### Met3 routing

Scale bar: 50 um.
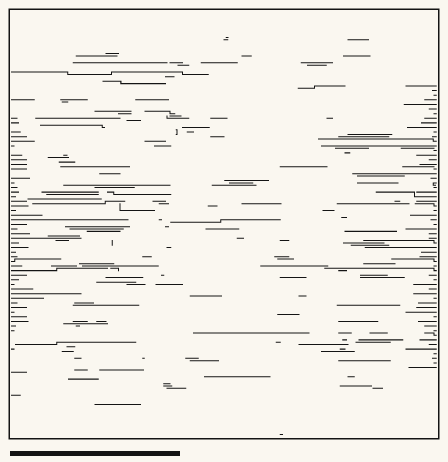
### Placement view

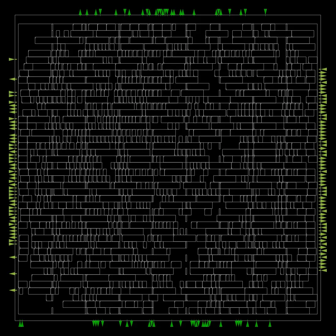
### src/rtl/ifu_fetch.sv
`default_nettype none
// ============================================================================
// Module   : ifu_fetch
// Brief    : RV32I fetch stage. Single-outstanding imem handshake, redirect and
//            flush squash, 1-entry skid buffer, NOP injection on bubbles.
// Revision : 1.0 - initial release
// ============================================================================
module ifu_fetch #(
    parameter int                   ADDR_LEN = 32,
    parameter int                   ISA_LEN  = 32,
    parameter logic [ADDR_LEN-1:0]  RESET_PC = '0,
    parameter logic [ISA_LEN-1:0]   NOP_INST = 32'h0000_0013
) (
    input  logic                clk,
    input  logic                rst,
    input  logic                stall,
    input  logic                flush,
    input  logic                jmp_en,
    input  logic [ADDR_LEN-1:0] jmp_addr,
    output logic                imem_req_,
    output logic [ADDR_LEN-1:0] imem_addr,
    input  logic                imem_gnt,
    input  logic                imem_rvalid,
    input  logic [ISA_LEN-1:0]  imem_rdata,
    output logic [ISA_LEN-1:0]  inst_o,
    output logic [ADDR_LEN-1:0] pc_o
);

    typedef enum logic [0:0] {
        S_IDLE = 1'b0,
        S_WAIT = 1'b1
    } state_t;

    localparam logic [ADDR_LEN-1:0] c_PC_STEP  = ADDR_LEN'(4);
    localparam logic [ADDR_LEN-1:0] c_RESET_PC = {RESET_PC[ADDR_LEN-1:2], 2'b00};

    state_t                r_state;
    state_t                w_state_nxt;
    logic [ADDR_LEN-1:0]   r_fetch_pc;
    logic [ADDR_LEN-1:0]   r_req_pc;
    logic                  r_buf_v;
    logic [ISA_LEN-1:0]    r_buf_inst;
    logic [ADDR_LEN-1:0]   r_buf_pc;
    logic                  r_kill;
    logic [ISA_LEN-1:0]    r_inst;
    logic [ADDR_LEN-1:0]   r_pc;

    logic                  w_req;
    logic                  w_grant;
    logic                  w_resp;
    logic                  w_squash;
    logic                  w_take;
    logic                  w_unused_jmp_lsb;

    assign w_unused_jmp_lsb = ^jmp_addr[1:0];

    // Request is masked during reset so the first one appears only once rst is low.
    always_comb begin
        w_req       = (r_state == S_IDLE) && !r_buf_v && !rst;
        w_grant     = w_req && imem_gnt;
        w_resp      = (r_state == S_WAIT) && imem_rvalid;
        w_squash    = jmp_en || flush;
        w_take      = w_resp && !r_kill && !w_squash;
        w_state_nxt = r_state;
        case (r_state)
            S_IDLE:  if (w_grant) w_state_nxt = S_WAIT;
            S_WAIT:  if (imem_rvalid) w_state_nxt = S_IDLE;
            default: w_state_nxt = S_IDLE;
        endcase
    end

    assign imem_req_ = ~w_req;
    assign imem_addr = r_fetch_pc;
    assign inst_o    = r_inst;
    assign pc_o      = r_pc;

    always_ff @(posedge clk or posedge rst) begin
        if (rst) begin
            r_state    <= S_IDLE;
            r_fetch_pc <= c_RESET_PC;
            r_req_pc   <= c_RESET_PC;
            r_kill     <= 1'b0;
        end else begin
            r_state <= w_state_nxt;
            if (w_grant) r_req_pc <= r_fetch_pc;
            if (jmp_en)
                r_fetch_pc <= {jmp_addr[ADDR_LEN-1:2], 2'b00};
            else if (w_grant)
                r_fetch_pc <= r_fetch_pc + c_PC_STEP;
            // A squash coinciding with the response retires that request, so
            // only a request still in flight after this edge is marked dead.
            if (w_squash && (w_grant || (r_state == S_WAIT && !imem_rvalid)))
                r_kill <= 1'b1;
            else if (w_resp)
                r_kill <= 1'b0;
        end
    end

    always_ff @(posedge clk or posedge rst) begin
        if (rst) begin
            r_inst     <= NOP_INST;
            r_pc       <= RESET_PC;
            r_buf_v    <= 1'b0;
            r_buf_inst <= NOP_INST;
            r_buf_pc   <= c_RESET_PC;
        end else if (w_squash) begin
            r_inst  <= NOP_INST;
            r_buf_v <= 1'b0;
        end else if (w_take) begin
            if (!stall) begin
                r_inst <= imem_rdata;
                r_pc   <= r_req_pc;
            end else begin
                r_buf_inst <= imem_rdata;
                r_buf_pc   <= r_req_pc;
                r_buf_v    <= 1'b1;
            end
        end else if (!stall) begin
            if (r_buf_v) begin
                r_inst  <= r_buf_inst;
                r_pc    <= r_buf_pc;
                r_buf_v <= 1'b0;
            end else begin
                r_inst <= NOP_INST;
            end
        end
    end

endmodule
`default_nettype wire

### config.mk
export PLATFORM = sky130hd
export DESIGN_NAME = ifu_fetch
export DESIGN_NICKNAME = d
export VERILOG_FILES = /design/src/rtl/ifu_fetch.sv
export SDC_FILE = /design/constraint.sdc
export NUM_CORES = 1
export LEC_CHECK = 0
export ABC_AREA = 1
export CAP_MARGIN = 10
export CORE_UTILIZATION = 56
export DETAILED_ROUTE_END_ITERATION = 10
export PLACE_DENSITY = 0.85
export REMOVE_ABC_BUFFERS = 1
export SLEW_MARGIN = 20
export SYNTH_ARGS = -nofsm -noshare
export SYNTH_HDL_FRONTEND = slang
export SYNTH_SLANG_ARGS = --single-unit
### constraint.sdc
create_clock -name clk -period 11.4 [get_ports clk]
set_input_delay 1.14 -clock clk [delete_from_list [all_inputs] [get_ports clk]]
set_output_delay 1.14 -clock clk [all_outputs]
set_load 0.01 [all_outputs]
==> run_results.csv <==
group,metric,value,unit
setup_path,cp.arrival,2.89,ns
setup_path,end_kind,"primary output",
grt,antenna_found_initial,0,
detailed_routing,wl_per_cell,15.4,um
detailed_routing,viasPerCell,5.52,
sta,timing.final.ws_setup,7.37,ns
setup_path,crit_chain,"clkdlybuf4s50_1, inv_8, nand2_1, clkdlybuf4s50_1",
pwr,power.switching,0.000457,W
clocking,post_cts_resized,0,
final_layout,instances_no_fill,1404,
final_layout,layout-drive-gt1-share,0.0500,
detailed_routing,vias,7750,
clocking,cts_tree,"done",
pwr,irDropWorstVdd,110,uV
grt,grt-ovfl-total,0,
placement,dp_cells,1372,
pwr,clock_power_share,0.367,
clocking,htreeDepth,4,
pwr,leakagePower,5.01,nW
synth,syn_area_per_cell,8.02,um2
synth,yosys.cell_count.top_type,"nand2_1",
pwr,combPwrFrac,0.151,
placement,dpl_cell_area,10200,um2
pwr,p_clk,0.000629,W
status,status,"finished, final reports clean",
final_layout,n_antenna_cell,0,
synth,yosysWarningCount,0,
setup_path,start_kind,"input pin",
clocking,clockBufferDepth,2,
clocking,cts.sink_count,187,
About 'Met3 routing':
188 nets have wire on it. The wires run mostly horizontal.

About 'Placement view':
fin util: 0.734
core outline area: 14800 um2
Tapcells: 184
flop count: 187

==> registers in the layout, summed over array words and instances, names as in the netlist, 30 cells and up <==
signal and count:
inst_o 32, r_buf_pc 30, r_req_pc 30, r_buf_inst 32
pc_o 30, imem_addr 30
==> final cells by class <==
cell class | count | area [um2] | share of cell area
Clock buffer | 20 | 457 | 0.0422
Clock inverter | 12 | 170 | 0.0157
Inverter | 67 | 262 | 0.0242
Multi-Input combinational cell | 767 | 3360 | 0.311
Sequential cell | 187 | 4690 | 0.433
Tap cell | 184 | 230 | 0.0213
Timing Repair Buffer | 167 | 1660 | 0.153
==> tightest hold or removal path, stage by stage, from the launching register on <==
cell     delay [ns]
dfrtp_1        0.34
nand2_1        0.05
nand2_1        0.05
==> per-layer routing <==
layer / up-vias / routed length [um] / GRT usage
met5: - / 0 / 0
met4: 0 / 384 / 0.0936
met3: 38 / 1990 / 0.0667
met2: 383 / 9890 / 0.454
met1: 3633 / 9390 / 0.387
li1: 3696 / - / -
==> kinds of logic (layout without fill, tap and decap cells) <==
group	count (synthesis)	count (layout)	share of synthesized area
xor+xnor	6	6	0.00610
compound gates	224	224	0.134
flops	187	187	0.544
fa+ha+maj	1	1	0.00145
other cells	1	4	0.000435
simple gates	532	532	0.247
buf+inv	124	266	0.0676
==> final timing paths <==
| path | startpoint | to | slack, ns | cells past startpoint |
|---|---|---|---|---|
| max | rst | imem_req_ | 7.37 | 4 |
| min | r_buf_pc[31] | r_buf_pc[31] | 0.47 | 2 |
| max reg2reg | r_buf_v | imem_addr[4] | 8.21 | 7 |
| min reg2reg | r_buf_pc[31] | r_buf_pc[31] | 0.47 | 2 |
| max in group asynchronous | rst | imem_addr[21] | 8.68 | 3 |
| min in group asynchronous | rst | r_buf_inst[9] | 1.28 | 2 |
Power figures rest on the tool's default switching activity, not on a simulated workload.
